<file path="src/rtl/aqfp_phase_stim_gen_pkg.sv">
// Shared types for the AQFP phase/stimulus generator.
// logicAQFP token encoding, channel FSM states, value helpers.
package aqfp_pkg;

  typedef enum logic [1:0] {
    qZ = 2'b00,
    q1 = 2'b01,
    qX = 2'b10,
    q0 = 2'b11
  } logicAQFP;

  typedef enum logic [1:0] {
    IDLE,
    WAIT,
    DELAY,
    DRIVE
  } chan_state_e;

  function automatic logic is_valid_aqfp(input logic [1:0] v);
    return (v == q0) || (v == q1);
  endfunction

  // Only q0/q1 are legal drive values; anything else goes out as qX.
  function automatic logic [1:0] aqfp_drive(input logic [1:0] v);
    return is_valid_aqfp(v) ? v : qX;
  endfunction

endpackage

</file>
<file path="src/rtl/aqfp_phase_stim_gen_if.sv">
// Token bus between a stimulus source and aqfp_phase_stim_gen.
// master: tok_valid/tok_val/tok_gap out; slave: tok_ready/data_out/busy out.
interface aqfp_phase_stim_gen_if #(
  parameter int NUM_CH = 2,
  parameter int GAP_W  = 8
);
  logic [NUM_CH-1:0]       tok_valid;
  logic [NUM_CH-1:0]       tok_ready;
  logic [2*NUM_CH-1:0]     tok_val;
  logic [GAP_W*NUM_CH-1:0] tok_gap;
  logic [2*NUM_CH-1:0]     data_out;
  logic [NUM_CH-1:0]       busy;

  modport master (
    output tok_valid, tok_val, tok_gap,
    input  tok_ready, data_out, busy
  );

  modport slave (
    input  tok_valid, tok_val, tok_gap,
    output tok_ready, data_out, busy
  );
endinterface

</file>
<file path="src/rtl/aqfp_chan_sender.sv">
// One stimulus channel: accept token, wait gap strobes, delay, drive.
// Ports: clk, rst_n, strobe, tok_valid/val/gap in; tok_ready, data_out, busy (+err with AQFP_ERRCHK_EN) out.
module aqfp_chan_sender
  import aqfp_pkg::*;
#(
  parameter int GAP_W    = 8,
  parameter int DATA_DLY = 1,
  parameter int DATA_PW  = 3
) (
  input  logic             clk,
  input  logic             rst_n,
  input  logic             strobe,
  input  logic             tok_valid,
  input  logic [1:0]       tok_val,
  input  logic [GAP_W-1:0] tok_gap,
`ifdef AQFP_ERRCHK_EN
  output logic             err,
`endif
  output logic             tok_ready,
  output logic [1:0]       data_out,
  output logic             busy
);

  // DELAY always occupies at least one cycle.
  localparam int DLY_N = (DATA_DLY < 1) ? 1 : DATA_DLY;
  localparam int TMAX  = (DLY_N > DATA_PW) ? DLY_N : DATA_PW;
  localparam int TW    = $clog2(TMAX) + 1;

  chan_state_e      state;
  logic [1:0]       val;
  logic [GAP_W-1:0] gap;
  logic [TW-1:0]    tmr;
  logic             take;

  assign take = tok_valid & tok_ready;

  always_ff @(posedge clk or negedge rst_n) begin
    if (!rst_n) begin
      state     <= IDLE;
      val       <= qZ;
      gap       <= '0;
      tmr       <= '0;
      tok_ready <= 1'b0;
      data_out  <= qZ;
      busy      <= 1'b0;
    end else begin
      unique case (state)
        IDLE: begin
          tok_ready <= ~take;
          if (take) begin
            val  <= tok_val;
            gap  <= tok_gap;
            busy <= 1'b1;
            if (tok_gap == '0) begin
              state <= DELAY;
              tmr   <= TW'(DLY_N - 1);
            end else begin
              state <= WAIT;
            end
          end
        end
        WAIT: begin
          if (strobe) begin
            gap <= gap - 1'b1;
            if (gap == GAP_W'(1)) begin
              state <= DELAY;
              tmr   <= TW'(DLY_N - 1);
            end
          end
        end
        DELAY: begin
          if (tmr == '0) begin
            state    <= DRIVE;
            tmr      <= TW'(DATA_PW - 1);
            data_out <= aqfp_drive(val);
          end else begin
            tmr <= tmr - 1'b1;
          end
        end
        DRIVE: begin
          if (tmr == '0) begin
            state     <= IDLE;
            data_out  <= qZ;
            busy      <= 1'b0;
            tok_ready <= 1'b1;
          end else begin
            tmr <= tmr - 1'b1;
          end
        end
        default: state <= IDLE;
      endcase
    end
  end

`ifdef AQFP_ERRCHK_EN
  // Offer seen last cycle and not taken; dropping it now is a protocol error.
  logic pend;

  always_ff @(posedge clk or negedge rst_n) begin
    if (!rst_n) begin
      err  <= 1'b0;
      pend <= 1'b0;
    end else begin
      pend <= tok_valid & ~take;
      if ((take && !is_valid_aqfp(tok_val)) ||
          (pend && !tok_valid && !tok_ready))
        err <= 1'b1;
    end
  end
`endif

endmodule

</file>
<file path="src/rtl/aqfp_phase_stim_gen.sv">
// AQFP excitation phase generator with per-channel token stimulus.
// Ports: clk, rst_n, en; xio, dcio, sample_pt out; tok bus (slave); err with AQFP_ERRCHK_EN.
module aqfp_phase_stim_gen
  import aqfp_pkg::*;
#(
  parameter int NUM_PH   = 4,
  parameter int NUM_CH   = 2,
  parameter int PERIOD   = 16,
  parameter int PW       = 2,
  parameter int DATA_DLY = 1,
  parameter int DATA_PW  = 3,
  parameter int GAP_W    = 8
) (
  input  logic              clk,
  input  logic              rst_n,
  input  logic              en,
  output logic [NUM_PH-1:0] xio,
  output logic [NUM_PH-1:0] dcio,
  output logic [NUM_PH-1:0] sample_pt,
`ifdef AQFP_ERRCHK_EN
  output logic [NUM_CH-1:0] err,
`endif
  aqfp_phase_stim_gen_if.slave tok
);

  localparam int SEG = PERIOD / NUM_PH;
  localparam int CW  = $clog2(PERIOD);

  function automatic logic [NUM_PH-1:0] even_mask();
    logic [NUM_PH-1:0] m;
    for (int p = 0; p < NUM_PH; p++)
      m[p] = (p % 2 == 0);
    return m;
  endfunction

  localparam logic [NUM_PH-1:0] DC_LVL = even_mask();

  logic [CW-1:0]     cnt;
  int                cnt_i;
  logic [NUM_PH-1:0] xio_d;
  logic [NUM_PH-1:0] spt_d;

  assign cnt_i = int'(cnt);

  always_comb begin
    xio_d = '0;
    spt_d = '0;
    for (int p = 0; p < NUM_PH; p++) begin
      xio_d[p] = en && (cnt_i >= p * SEG) &&
                 (cnt_i < p * SEG + PW);
      spt_d[p] = en && (cnt_i == p * SEG);
    end
  end

  always_ff @(posedge clk or negedge rst_n) begin
    if (!rst_n) begin
      cnt       <= '0;
      xio       <= '0;
      dcio      <= '0;
      sample_pt <= '0;
    end else begin
      xio       <= xio_d;
      sample_pt <= spt_d;
      if (en) begin
        dcio <= DC_LVL;
        cnt  <= (cnt == CW'(PERIOD - 1)) ? '0 : cnt + 1'b1;
      end
    end
  end

  logic [NUM_CH-1:0] rdy;
  logic [NUM_CH-1:0] bsy;
  logic [1:0]        dout [NUM_CH];

  for (genvar c = 0; c < NUM_CH; c++) begin : g_ch
    aqfp_chan_sender #(
      .GAP_W    (GAP_W),
      .DATA_DLY (DATA_DLY),
      .DATA_PW  (DATA_PW)
    ) u_ch (
      .clk       (clk),
      .rst_n     (rst_n),
      .strobe    (sample_pt[c % NUM_PH]),
      .tok_valid (tok.tok_valid[c]),
      .tok_val   (tok.tok_val[2*c +: 2]),
      .tok_gap   (tok.tok_gap[GAP_W*c +: GAP_W]),
`ifdef AQFP_ERRCHK_EN
      .err       (err[c]),
`endif
      .tok_ready (rdy[c]),
      .data_out  (dout[c]),
      .busy      (bsy[c])
    );
  end

  always_comb begin
    tok.data_out = '0;
    for (int c = 0; c < NUM_CH; c++)
      tok.data_out[2*c +: 2] = dout[c];
  end

  assign tok.tok_ready = rdy;
  assign tok.busy      = bsy;

endmodule

</file>
<file path="src/flat_wrapper.sv">
// flat-port wrapper written by rule: the top's interface ports become plain ports
module aqfp_phase_stim_gen_flat import aqfp_pkg::*;
#(
  parameter int NUM_PH   = 4,
  parameter int NUM_CH   = 2,
  parameter int PERIOD   = 16,
  parameter int PW       = 2,
  parameter int DATA_DLY = 1,
  parameter int DATA_PW  = 3,
  parameter int GAP_W    = 8
)
  (clk, rst_n, en, xio, dcio, sample_pt, tok_tok_valid, tok_tok_val, tok_tok_gap, tok_tok_ready, tok_data_out, tok_busy);
  aqfp_phase_stim_gen_if #(.NUM_CH(NUM_CH), .GAP_W(GAP_W)) tok_i ();
  input  logic clk;
  input  logic rst_n;
  input  logic en;
  output logic [NUM_PH-1:0] xio;
  output logic [NUM_PH-1:0] dcio;
  output logic [NUM_PH-1:0] sample_pt;
  input wire logic [$bits(tok_i.tok_valid)-1:0] tok_tok_valid;
  input wire logic [$bits(tok_i.tok_val)-1:0] tok_tok_val;
  input wire logic [$bits(tok_i.tok_gap)-1:0] tok_tok_gap;
  output wire logic [$bits(tok_i.tok_ready)-1:0] tok_tok_ready;
  output wire logic [$bits(tok_i.data_out)-1:0] tok_data_out;
  output wire logic [$bits(tok_i.busy)-1:0] tok_busy;
  assign tok_i.tok_valid = tok_tok_valid;
  assign tok_i.tok_val = tok_tok_val;
  assign tok_i.tok_gap = tok_tok_gap;
  assign tok_tok_ready = tok_i.tok_ready;
  assign tok_data_out = tok_i.data_out;
  assign tok_busy = tok_i.busy;
  aqfp_phase_stim_gen #(.NUM_PH(NUM_PH), .NUM_CH(NUM_CH), .PERIOD(PERIOD), .PW(PW), .DATA_DLY(DATA_DLY), .DATA_PW(DATA_PW), .GAP_W(GAP_W)) u_core (.clk(clk), .rst_n(rst_n), .en(en), .xio(xio), .dcio(dcio), .sample_pt(sample_pt), .tok(tok_i));
endmodule
</file>
<file path="config.mk">
export PLATFORM = sky130hd
export DESIGN_NAME = aqfp_phase_stim_gen_flat
export DESIGN_NICKNAME = d
export VERILOG_FILES = /design/src/rtl/aqfp_phase_stim_gen_pkg.sv /design/src/rtl/aqfp_phase_stim_gen_if.sv /design/src/rtl/aqfp_chan_sender.sv /design/src/rtl/aqfp_phase_stim_gen.sv /design/src/flat_wrapper.sv
export SDC_FILE = /design/constraint.sdc
export NUM_CORES = 1
export LEC_CHECK = 0
export ABC_AREA = 1
export CAP_MARGIN = 20
export CORE_MARGIN = 4
export CORE_UTILIZATION = 55
export DETAILED_ROUTE_END_ITERATION = 7
export GPL_ROUTABILITY_DRIVEN = 0
export GPL_TIMING_DRIVEN = 0
export PLACE_DENSITY = 0.9
export SLEW_MARGIN = 30
export SYNTH_ARGS = -nofsm -noshare
export SYNTH_HDL_FRONTEND = slang
export SYNTH_SLANG_ARGS = --single-unit
export TNS_END_PERCENT = 30
</file>
<file path="constraint.sdc">
create_clock -name clk -period 2.5 [get_ports clk]
set_input_delay 0.25 -clock clk [delete_from_list [all_inputs] [get_ports clk]]
set_output_delay 0.25 -clock clk [all_outputs]
set_load 0.005 [all_outputs]
</file>
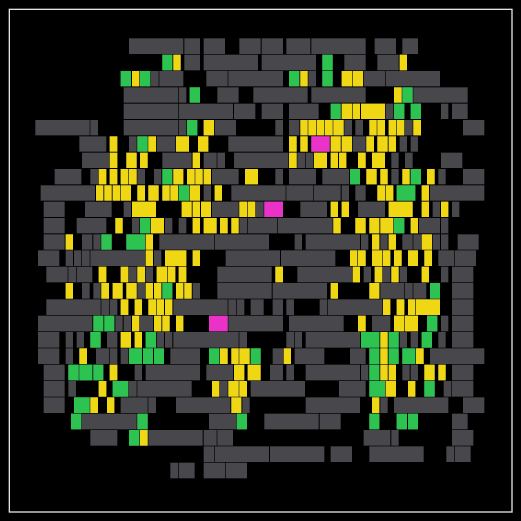
*Gate-type map*
Scale: 6 px per micron.
- green: inverting AOI/OAI gates (cells 55; where widely spread)
- magenta: XOR/XNOR gates (cells 3)
- yellow: NAND gates (cells 170)

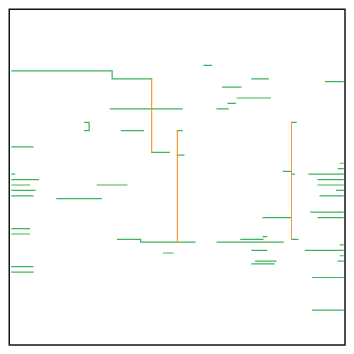
*Signal wires by layer*
Scale: 4 px per micron. Two of the layers only.
- orange: metal 4 (wire length 75.5 microns)
- green: metal 3 (wire length 310 microns)
final wirelength: 6526 microns
GRT Overall Usage: 19.72%

==> impl_metrics.py <==
# Physical implementation metrics
metrics = {
    "clock_tree": {
        "cts_buffers": 5,
        "clock_latency_ns": 0.31,
        "cts_buffer_depth": 2,
        "cts_sinks": 51,
        "cts.clk_slew.worst_paths_ns": 0.10,
        "tritoncts": "built",
        "htreeDepth": 2,
        "root_buffer": "clkbuf_8",
    },
    "routing": {
        "drc": 0,
        "drt-pass1-iter-count": 5,
        "vias_per_cell": 5.189,
        "antenna_left": 0,
        "vias": 2828,
    },
    "timing": {
        "hold_viol": 0,
        "rsz0062_at_grt": "no",
        "setup_viol": 0,
        "fmax_ghz": 0.6234,
        "slew_headroom_pct": 58.06,
        "worst_pin_slew_ns": 0.6291,
        "setup_ws_ns": 0.8958,
        "drv_slew": 0,
        "finalCriticalPeriod_ns": 1.604,
        "skew_ns": 0.01014,
        "setup-tns-final_ns": 0,
    },
    "floorplanning": {
        "io_pins": 45,
        "die-height_microns": 83.54,
        "core_area_sq_um": 5507,
        "die_x_microns": 83.54,
        "chipArea_sq_um": 6978,
        "placementRows": 27,
        "fp_util_pct": 56.99,
    },
    "yosys": {
        "ys_sh_simple_pct": 30.54,
        "ys_cells": 422,
        "synth.distinct_cells": 33,
        "ys_ff": 51,
        "muxShareOfSynthArea_pct": 0.7177,
        "syn_avg_cell_area_sq_um": 7.436,
        "ys_warn_count": 0,
        "ys_chip_area_sq_um": 3138,
        "adder_share_pct": 7.177,
    },
    "worst_setup_path": {
        "cp-startpoint": "u_core.g_ch[1].u_ch.state[0]",
        "critPathArrivalTime_ns": 1.80,
        "r2r_slack_ns": 0.90,
        "crit_fanout": 5,
        "r2r-end": "u_core.g_ch[1].u_ch.val[1]",
        "r2r_start": "u_core.g_ch[1].u_ch.state[0]",
        "crit_end": "u_core.g_ch[1].u_ch.val[1]",
        "critPathCaptureType": "register",
    },
    "pwr": {
        "ir_drop_v": 0.0006584,
        "p_int_w": 0.002385,
        "netSwitchingPower_w": 0.001949,
        "netSwitchingFraction_pct": 44.97,
        "power_density_nw_per_um2": 1152,
        "combPwrFrac_pct": 54.7,
        "power_leakage_nw": 1.885,
    },
    "cells_and_area": {
        "fillers": 448,
        "reg_top3": "u_core.g_ch.u_ch.gap (16), u_core.g_ch.u_ch.tmr (6)",
        "lay_top_count": "nand2_1",
        "fin_nets": 515,
        "area.growth.synth_to_final_pct": 19.90,
        "drive_above_1_share_pct": 11.21,
        "largest_register": "u_core.g_ch.u_ch.gap",
        "final_util_pct": 68.33,
        "largest_register_ff_count": 16,
    },
    "worst_hold_path": {
        "hold_class": "primary input to register",
        "hold_path_end": "u_core.cnt[0]",
        "whs_path_depth": 2,
    },
    "status": {
        "status": "complete, no violations",
    },
    "job": {
        "cap_violations": 0,
        "warnings": 37,
    },
    "grt": {
        "gr-total-overflow": 0,
        "grt_pass1_vias": 2755,
    },
}
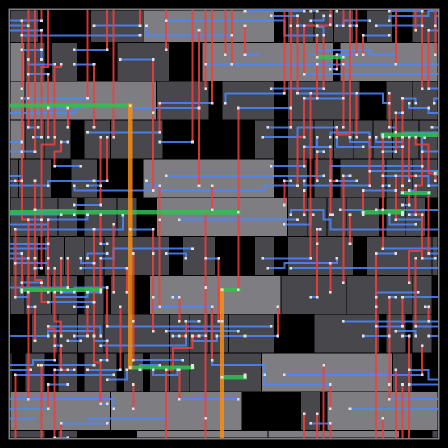
*Zoomed window*
Window x 27 to 57, y 43 to 73 microns. Cells in grey, sequential cells in the stronger grey; small squares are vias.
- red: metal 2
- blue: metal 1
- orange: metal 4
- green: metal 3
- most frequent: nand2_1 (25)
- netlist names of flops here include: u_core.g_ch.u_ch.tmr (6), u_core.g_ch.u_ch.data_out (2)
- sequential cells in the window: 11
- cells with their middle in the window: 91

==> per-stage QoR <==
stage	instances	area (sq um)	total power [W]	hold slack [ns]
finish	545	3762	0.004334	0.2332
global route	545	3762	0.004771	0.2639
CTS	545	3762	0.004348	0.2301
detailed placement	536	3640	0.003749	0.3200
global placement	536	3642	0.003623	0.4539
floorplan	423	3142	0.003101	-0.04559
==> critical path, cell delays in order (launching register included) <==
cell and delay (ns):
dfrtp_1 0.42, inv_1 0.10, ha_1 0.25, inv_2 0.09
nor2_1 0.26, mux2_2 0.38
==> cell type report <==
cell class                      instances  area [sq um]  share of cell area (%)
Multi-Input combinational cell        302          1545                   41.07
Inverter                               55         214.0                   5.687
Sequential cell                        51          1276                   33.92
Buffer                                 15         106.4                   2.827
Timing Repair Buffer                   42         417.9                   11.11
Clock buffer                            5         68.82                   1.829
Tap cell                               72         90.09                   2.394
Clock inverter                          3         43.79                   1.164
==> what timing repair did <==
action / 4_1_cts / 5_1_grt
hold buffers: 1 / 0
endpoints found under the hold margin: 51 / 0
gates resized: 0 / 0
setup buffers: 0 / 0
==> synthesized netlist by cell type <==
| master | count | area, sq um |
|---|---|---|
| nand4_1 | 4 | 25.02 |
| a31oi_1 | 2 | 12.51 |
| clkinv_4 | 1 | 8.760 |
| nand2_2 | 5 | 31.28 |
| nor2_1 | 41 | 153.9 |
| nor2_4 | 1 | 11.26 |
| or2_0 | 1 | 6.260 |
| ha_1 | 18 | 225.2 |
| inv_4 | 1 | 6.260 |
| a22oi_1 | 1 | 7.510 |
| nor3_1 | 2 | 10.01 |
| nand3_1 | 34 | 170.2 |
| o21ai_2 | 3 | 26.28 |
| nand2_4 | 4 | 45.04 |
| inv_2 | 6 | 22.52 |
| buf_4 | 9 | 67.56 |
| conb_1 | 1 | 3.750 |
| o21ai_0 | 33 | 165.2 |
| clkbuf_8 | 1 | 13.76 |
| nor2_2 | 1 | 6.260 |
| a21oi_1 | 13 | 65.06 |
| dfrtp_1 | 51 | 1276 |
| mux2_2 | 2 | 22.52 |
| nand2_1 | 122 | 457.9 |
| buf_2 | 5 | 25.02 |
| xor2_1 | 3 | 26.28 |
| nor4_1 | 1 | 6.260 |
| nand3_2 | 1 | 10.01 |
| o22ai_1 | 1 | 6.260 |
| inv_1 | 47 | 176.4 |
| o211ai_1 | 2 | 15.01 |
| a21o_1 | 1 | 7.510 |
| or2_2 | 4 | 25.02 |
==> metal layers <==
layer | vias to the layer above | share of wire [%] | track usage, %
met5 | - | 0 | 0
met4 | 0 | 1.1 | 6.140
met3 | 7 | 4.7 | 4.047
met2 | 74 | 50 | 34.91
met1 | 1326 | 44 | 24.10
li1 | 1421 | - | -
==> power by group through the flow <==
stage | combinational, W | sequential, W | clock (W)
4_1_cts | 0.00237 | 0.00138 | 0.000598
3_5_place_dp | 0.00236 | 0.00139 | 0
6_report | 0.00237 | 0.00138 | 0.000584
3_3_place_gp | 0.00225 | 0.00137 | 0
2_1_floorplan | 0.00176 | 0.00134 | 0
5_1_grt | 0.00271 | 0.00142 | 0.000633
Power figures rest on the tool's default switching activity, not on a simulated workload.
